Figure 1. Metal layers overlaid.
Scale: 1.5 px per um. Only two layers are drawn.
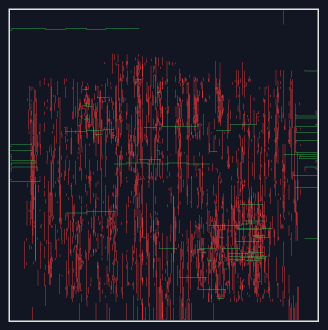
Figure 2. Cell placement.
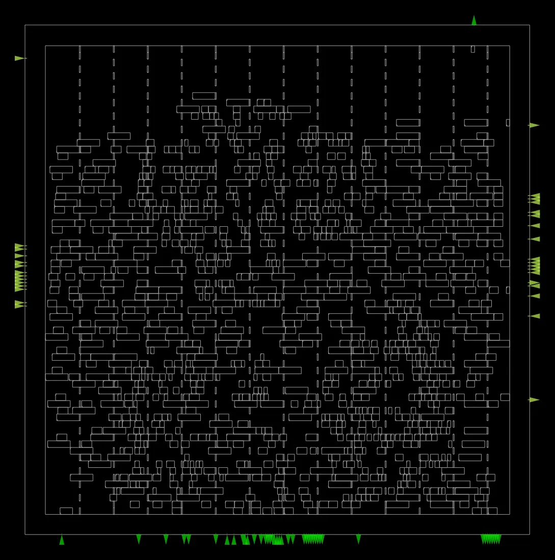
Figure 3. I/O nets highlighted.
Scale: 1.5 px per um.
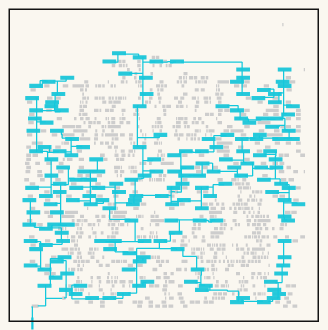
Figure 4. M2 wires.
Scale: 2 px per um.
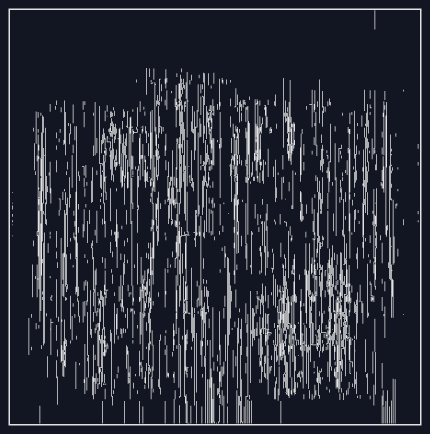
Figure 5. Pin map.
Scale: 2 px per um. Pins as bars across the die edge, other pins in gray.
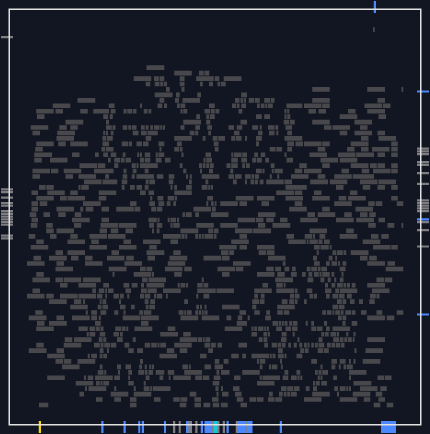
--- config.mk ---
export PLATFORM = sky130hd
export DESIGN_NAME = wavefront_sequencer_flat
export DESIGN_NICKNAME = d
export VERILOG_FILES = /design/src/rtl/wavefront_sequencer_if.sv /design/src/rtl/wavefront_sequencer.sv /design/src/flat_wrapper.sv
export SDC_FILE = /design/constraint.sdc
export NUM_CORES = 1
export LEC_CHECK = 0
export CORE_AREA = 8 8 197 199
export CTS_CLUSTER_SIZE = 16
export DETAILED_ROUTE_END_ITERATION = 10
export DIE_AREA = 0 0 205 207
export GPL_TIMING_DRIVEN = 1
export PLACE_DENSITY_LB_ADDON = 0.08
export SYNTH_ARGS = -nofsm -noshare
export SYNTH_HDL_FRONTEND = slang
export SYNTH_SLANG_ARGS = --single-unit
--- constraint.sdc ---
create_clock -name clk -period 6.8 [get_ports clk]
set_clock_uncertainty 0.15 [all_clocks]
set_input_delay 0.68 -clock clk [delete_from_list [all_inputs] [get_ports clk]]
set_output_delay 0.68 -clock clk [all_outputs]
set_load 0.02 [all_outputs]
--- src/rtl/wavefront_sequencer_if.sv ---
// Register write/read bus between the AXI register slice and the wavefront sequencer.
//   wready        : write strobe qualifier
//   wr_addr_match : write targets the sequencer
//   wr_sel        : register select (0 CTRL, 1 TIMING, 2 PHASE)
//   wdata         : write data
//   rdata         : sequencer status word
interface wavefront_sequencer_if;
  logic        wready;
  logic        wr_addr_match;
  logic [1:0]  wr_sel;
  logic [31:0] wdata;
  logic [31:0] rdata;

  modport master (
    output wready,
    output wr_addr_match,
    output wr_sel,
    output wdata,
    input  rdata
  );

  modport slave (
    input  wready,
    input  wr_addr_match,
    input  wr_sel,
    input  wdata,
    output rdata
  );
endinterface

--- src/rtl/wavefront_sequencer.sv ---
// Run controller for the shorted-cell Ising ring.
// Holds the ring in reset, releases it, injects a programmed number of one-cycle
// wavefront pulses at a fixed period, lets the ring settle and then freezes it
// for readout.
//   clk              : system clock, posedge
//   axi_rstn         : asynchronous active-low reset
//   bus              : register write/read path (CTRL/TIMING/PHASE writes, status read)
//   ising_rstn       : ring enable (0 = hold/freeze, 1 = run)
//   deploy_wavefront : registered one-cycle wavefront pulse
//   busy             : sequence in progress (HOLD, RUN or SETTLE)
//   done             : sequence complete, ring frozen
module wavefront_sequencer #(
  parameter int unsigned CNT_W = 16
) (
  input  logic                  clk,
  input  logic                  axi_rstn,
  wavefront_sequencer_if.slave  bus,
  output logic                  ising_rstn,
  output logic                  deploy_wavefront,
  output logic                  busy,
  output logic                  done
);

  localparam logic [2:0] StIdle   = 3'd0;
  localparam logic [2:0] StHold   = 3'd1;
  localparam logic [2:0] StRun    = 3'd2;
  localparam logic [2:0] StSettle = 3'd3;
  localparam logic [2:0] StDone   = 3'd4;

  localparam logic [CNT_W-1:0] One = CNT_W'(1);

  logic [2:0]       state_q, state_d;
  logic [CNT_W-1:0] phase_q, phase_d;    // shared HOLD / SETTLE cycle counter
  logic [CNT_W-1:0] period_q, period_d;
  logic [CNT_W-1:0] wave_q, wave_d;
  logic             ising_rstn_q, ising_rstn_d;
  logic             deploy_q, deploy_d;

  logic [CNT_W-1:0] cfg_period_q, cfg_num_q, cfg_settle_q, cfg_hold_q;
  logic [CNT_W-1:0] sh_period_q, sh_num_q, sh_settle_q, sh_hold_q;
  logic [CNT_W-1:0] hold_last, per_last, settle_last;

  logic wr_en, ctrl_wr, start, abort, clear_done, start_ok;

  assign wr_en      = bus.wready & bus.wr_addr_match;
  assign ctrl_wr    = wr_en & (bus.wr_sel == 2'd0);
  assign start      = ctrl_wr & bus.wdata[0];
  assign abort      = ctrl_wr & bus.wdata[1];
  assign clear_done = ctrl_wr & bus.wdata[2];
  assign start_ok   = start & ~abort & ~busy;

  // Terminal counts; a programmed 0 behaves as 1.
  assign hold_last   = (sh_hold_q   == '0) ? '0 : sh_hold_q   - One;
  assign per_last    = (sh_period_q == '0) ? '0 : sh_period_q - One;
  assign settle_last = (sh_settle_q == '0) ? '0 : sh_settle_q - One;

  always_comb begin
    state_d  = state_q;
    phase_d  = phase_q;
    period_d = period_q;
    wave_d   = wave_q;
    if (abort) begin
      state_d  = StIdle;
      phase_d  = '0;
      period_d = '0;
      wave_d   = '0;
    end else if (start_ok) begin
      state_d  = StHold;
      phase_d  = '0;
      period_d = '0;
      wave_d   = '0;
    end else begin
      unique case (state_q)
        StIdle: ;
        StHold: begin
          if (phase_q == hold_last) begin
            phase_d = '0;
            state_d = (sh_num_q == '0) ? StSettle : StRun;
          end else begin
            phase_d = phase_q + One;
          end
        end
        StRun: begin
          if (period_q == per_last) begin
            period_d = '0;
            wave_d   = wave_q + One;
            if (wave_d == sh_num_q) state_d = StSettle;
          end else begin
            period_d = period_q + One;
          end
        end
        StSettle: begin
          if (phase_q == settle_last) begin
            phase_d = '0;
            state_d = StDone;
          end else begin
            phase_d = phase_q + One;
          end
        end
        StDone: begin
          if (clear_done) state_d = StIdle;
        end
        default: state_d = StIdle;
      endcase
    end
  end

  // Outputs are registered from next state so the pulse lands in the cycle
  // whose counter value is P-1.
  assign deploy_d     = (state_d == StRun) && (period_d == per_last);
  assign ising_rstn_d = (state_d == StRun) || (state_d == StSettle);

  always_ff @(posedge clk or negedge axi_rstn) begin
    if (!axi_rstn) begin
      state_q      <= StIdle;
      phase_q      <= '0;
      period_q     <= '0;
      wave_q       <= '0;
      ising_rstn_q <= 1'b0;
      deploy_q     <= 1'b0;
    end else begin
      state_q      <= state_d;
      phase_q      <= phase_d;
      period_q     <= period_d;
      wave_q       <= wave_d;
      ising_rstn_q <= ising_rstn_d;
      deploy_q     <= deploy_d;
    end
  end

  always_ff @(posedge clk or negedge axi_rstn) begin
    if (!axi_rstn) begin
      cfg_period_q <= '0;
      cfg_num_q    <= '0;
      cfg_settle_q <= '0;
      cfg_hold_q   <= '0;
      sh_period_q  <= '0;
      sh_num_q     <= '0;
      sh_settle_q  <= '0;
      sh_hold_q    <= '0;
    end else begin
      if (wr_en && !busy) begin
        if (bus.wr_sel == 2'd1) begin
          cfg_period_q <= bus.wdata[16 +: CNT_W];
          cfg_num_q    <= bus.wdata[0 +: CNT_W];
        end else if (bus.wr_sel == 2'd2) begin
          cfg_settle_q <= bus.wdata[16 +: CNT_W];
          cfg_hold_q   <= bus.wdata[0 +: CNT_W];
        end
      end
      if (start_ok) begin
        sh_period_q <= cfg_period_q;
        sh_num_q    <= cfg_num_q;
        sh_settle_q <= cfg_settle_q;
        sh_hold_q   <= cfg_hold_q;
      end
    end
  end

  logic [15:0] wave16, period16;
  assign wave16   = 16'(wave_q);
  assign period16 = 16'(period_q);

  assign busy             = (state_q == StHold) || (state_q == StRun) || (state_q == StSettle);
  assign done             = (state_q == StDone);
  assign ising_rstn       = ising_rstn_q;
  assign deploy_wavefront = deploy_q;
  assign bus.rdata        = {state_q, busy, done, 3'b000, wave16[7:0], period16};

endmodule
--- src/flat_wrapper.sv ---
// flat-port wrapper written by rule: the top's interface ports become plain ports
module wavefront_sequencer_flat 
#(
  parameter int unsigned CNT_W = 16
)
  (clk, axi_rstn, ising_rstn, deploy_wavefront, busy, done, bus_wready, bus_wr_addr_match, bus_wr_sel, bus_wdata, bus_rdata);
  wavefront_sequencer_if bus_i ();
  input  logic clk;
  input  logic axi_rstn;
  output logic ising_rstn;
  output logic deploy_wavefront;
  output logic busy;
  output logic done;
  input wire logic [$bits(bus_i.wready)-1:0] bus_wready;
  input wire logic [$bits(bus_i.wr_addr_match)-1:0] bus_wr_addr_match;
  input wire logic [$bits(bus_i.wr_sel)-1:0] bus_wr_sel;
  input wire logic [$bits(bus_i.wdata)-1:0] bus_wdata;
  output wire logic [$bits(bus_i.rdata)-1:0] bus_rdata;
  assign bus_i.wready = bus_wready;
  assign bus_i.wr_addr_match = bus_wr_addr_match;
  assign bus_i.wr_sel = bus_wr_sel;
  assign bus_i.wdata = bus_wdata;
  assign bus_rdata = bus_i.rdata;
  wavefront_sequencer #(.CNT_W(CNT_W)) u_core (.clk(clk), .axi_rstn(axi_rstn), .bus(bus_i), .ising_rstn(ising_rstn), .deploy_wavefront(deploy_wavefront), .busy(busy), .done(done));
endmodule
==> impl_metrics.py <==
# Physical implementation metrics
metrics = {
    "placement": {
        "place_congestion": 0.823,
        "dp_slack_ns": 1.82,
        "dp_hpwl_um": 21100,
    },
    "timing": {
        "hold_viol": 0,
        "maxSlewViolCount": 0,
        "fmax_mhz": 202,
        "min_period_ns": 4.96,
        "setup_ws_ns": 1.84,
        "maxSlewHeadroom": 0.308,
        "worst_pin_slew_ns": 1.03,
        "grt_setup_unrepaired": "no",
        "finalCritPeriodShare": 0.730,
        "final-setup-viol-count": 0,
        "tns_ns": 0,
    },
    "global_routing": {
        "antenna_found_initial": 0,
        "grt_overflow": 0,
        "grt_use_met1": 0.192,
        "grt_usage": 0.140,
        "grt_max_degree": 94,
        "busiest_layer": "met2",
        "grt.met2_usage": 0.223,
        "use_met3": 0.0261,
        "first_global_vias": 8120,
        "grt_pass1_wl_um": 47800,
    },
    "drt": {
        "post_drt_wl_per_cell_um": 19.1,
        "wl_met3_um": 953,
        "drtAntennaViolNets": 0,
        "route.met2.wl_um": 13600,
        "drt-met1-wl_um": 14100,
        "via_count": 7867,
        "post-route-drc-count": 0,
        "drtIter0Drc": 445,
        "wl_um": 29200,
        "firstDrtPassIters": 5,
        "highest-signal-layer": "met4",
        "via_per_inst": 5.16,
    },
    "run_status": {
        "status": "completed",
    },
    "setup_path": {
        "critPathArrivalTime_ns": 5.13,
        "setup.worst_path.class": "reg -> reg",
        "worstPathMaxFanout": 22,
        "crit_required_ns": 6.97,
        "crit_path_end_kind": "flip-flop",
        "start_kind": "flip-flop",
    },
    "cts": {
        "holdBufCountCts": 0,
        "root_buffer": "clkbuf_16",
        "clockBufferDepth": 2,
        "cts_resized": 0,
        "cts_buffers": 17,
        "clock_sinks": 181,
        "clkTransAtPathRegs_ns": 0.07,
        "post_cts_buffers": 0,
        "h-tree-depth": 4,
        "cts_tree": "yes",
        "clock_latency_ns": 0.44,
    },
    "synth": {
        "async_flop_share": 1.00,
        "syn_area_sq_mm": 0.0105,
        "yosys.area_share.aoi": 0.104,
        "yosysWarnings": 0,
        "largest_area_cell": "dfrtp_1",
        "edf_count": 0,
        "postSynthSeqShare": 0.430,
        "ys_sh_xor": 0.0907,
        "ys_cells": 1017,
        "synth.logic.top_family": "simple AND/OR/NAND/NOR gates",
        "ys_area_sq_mm": 0.0105,
        "mux_share": 0.146,
        "ys_sh_simple": 0.181,
        "top_area_frac": 0.430,
        "ys_sh_adder": 0.00712,
        "synth_top_flop_cell": "dfrtp_1",
        "area_leaders": "dfrtp_1 43%, mux2_2 14%, xnor2_1 4.9%, xor2_1 3.7%, nor2_1 2.2%",
        "synth_cells": 1017,
        "ys_ff": 181,
        "syn_area_per_cell_sq_um": 10.4,
        "synth.distinct_cells": 78,
    },
    "final_layout": {
        "area_delta_synth_final_pct": 15.4,
        "layout-drive-gt1-share": 0.182,
        "num_antenna_cells": 0,
        "num-nets-final": 1087,
        "final_core_util": 0.339,
        "fillers": 3697,
    },
    "die": {
        "coreArea_sq_mm": 0.0359,
        "initCoreUtil": 0.294,
        "die-area_sq_mm": 0.0424,
    },
    "power_and_ir_drop": {
        "clockPowerShare": 0.204,
        "combPwrFrac": 0.450,
        "peakVddDrop_mv": 0.190,
        "netSwitchingFraction": 0.405,
        "p_switching_w": 0.00204,
        "p_int_w": 0.00300,
        "power_frac_seq": 0.346,
        "power_density_mw_per_mm2": 414,
        "p_leak_nw": 5.40,
    },
    "worst_hold_path": {
        "worstHoldPathType": "in -> async",
    },
    "job": {
        "warnings": 26,
        "max-cap-violations": 0,
    },
}
Back to the opening pictures, Figure 1:
metal 2 -> red  # wire length 13600 um
metal 3 -> green  # wire length 953 um

Back to the opening pictures, Figure 2:
FP Rows: 70
sequential cell count: 181

Back to the opening pictures, Figure 3:
axi_rstn -> cyan  # bits 1, direction input, end cells 181, buffers 3, wire 1690 um
IO Port Bufs: 70
io pins: 74

Back to the opening pictures, Figure 4:
longest straight run = 73.1 um
wire length on this layer = 13600 um
main direction = vertical
share of all routed wire = 47%

Back to the opening pictures, Figure 5:
bus_rdata -> blue  # pins 32, direction output, edge 28 bottom, 3 right, 1 top
axi_rstn -> yellow  # pins 1, direction input, edge bottom
bus_wr_sel -> cyan  # pins 2, direction input, edge bottom
all pins by edge = 41 bottom, 18 right, 14 left, 1 top
Chip Height: 207 um
Die W: 205 um

power by group through the flow:
stage	sequential [W]	clock [W]	combinational [W]
floorplan	0.00162	0	0.00174
global placement	0.00177	0	0.00228
detailed placement	0.00177	0	0.00226
CTS	0.00175	0.00108	0.00228
global route	0.00180	0.00112	0.00252
finish	0.00174	0.00103	0.00227
worst max-delay path, stage by stage (launching register included):
cell       delay [ns]
dfrtp_1          0.50
nor4_1           0.92
and4_1           0.69
nor2_1           0.22
xnor2_1          0.17
a2111oi_0        0.24
and4_1           0.30
and3_1           0.74
nand2b_1         0.57
o41ai_1          0.17
nor4b_2          0.18
placed cells by master, fill, tap and decap left out, types with 5 or more instances in the layout:
cell type and count:
buf_4 9, nand3_1 25, o21ai_0 33, clkbuf_16 17, clkdlybuf4s50_1 69, nand4_1 22
nor3b_1 13, nor3_1 32, and3_1 22, mux2_2 129, o41ai_1 5, inv_1 23
nor4_1 22, a21oi_1 16, nand2b_1 7, a31oi_1 11, or3_1 13, o31ai_1 7
xor2_1 45, and4_1 5, dfrtp_1 181, o211ai_1 5, nand2_1 52, and2_1 6
a211oi_1 5, o22ai_1 5, a2111oi_0 8, nor2_1 62, mux2i_1 9, nor2b_1 10
or4_1 13, xnor2_1 59, ha_1 6, nand4b_1 5, a21o_1 12
synthesized netlist by cell type, types with 5 or more instances:
cell type,instances
a211oi_1,5
or4_1,13
o31ai_1,7
a21oi_1,16
nand2_1,52
nand4b_1,5
a21o_1,12
buf_4,13
nor4_1,22
dfrtp_1,181
ha_1,6
mux2i_1,9
nand2b_1,7
clkbuf_1,53
o22ai_1,5
xnor2_1,59
or3_1,13
o211ai_1,5
and2_1,6
o21ai_0,33
o41ai_1,5
a2111oi_0,8
nor2_1,62
a31oi_1,11
nor3b_1,15
mux2_2,129
buf_2,6
inv_1,23
nor2b_1,10
nand3_1,25
xor2_1,45
and4_1,5
nor3_1,32
and3_1,22
nand4_1,22
final timing paths:
check                                        start                       to  slack [ns]  cells past startpoint
setup / recovery             u_core.sh_period_q[7]  u_core.deploy_wavefront        1.84                     10
hold / removal                            axi_rstn      u_core.cfg_num_q[4]        0.15                      1
setup reg to reg             u_core.sh_period_q[7]  u_core.deploy_wavefront        1.84                     10
hold reg to reg            u_core.cfg_settle_q[14]   u_core.sh_settle_q[14]        0.35                      1
max in group asynchronous                 axi_rstn   u_core.cfg_period_q[6]        5.09                      2
min in group clk           u_core.cfg_settle_q[14]   u_core.sh_settle_q[14]        0.35                      1
per-stage QoR:
| step | hold WS, ns | total power (W) | cells | instance area [sq um] |
|---|---|---|---|---|
| final | 0.146 | 0.00504 | 1524 | 12200 |
| after global routing | 0.189 | 0.00545 | 1524 | 12200 |
| after CTS | 0.188 | 0.00511 | 1524 | 12200 |
| after detailed placement | 0.337 | 0.00404 | 1492 | 11600 |
| after global placement | 0.339 | 0.00406 | 1492 | 11600 |
| after floorplan | 0.234 | 0.00336 | 1019 | 10600 |
cell type report:
cell class	count	area, sq um	share of cell area
Sequential cell	181	4530	0.372
Timing Repair Buffer	79	772	0.0634
Multi-Input combinational cell	741	5600	0.460
Clock buffer	21	460	0.0378
Clock inverter	11	140	0.0115
Tap cell	468	586	0.0481
Inverter	23	86.3	0.00709
Power is estimated from default activity; no workload was simulated.
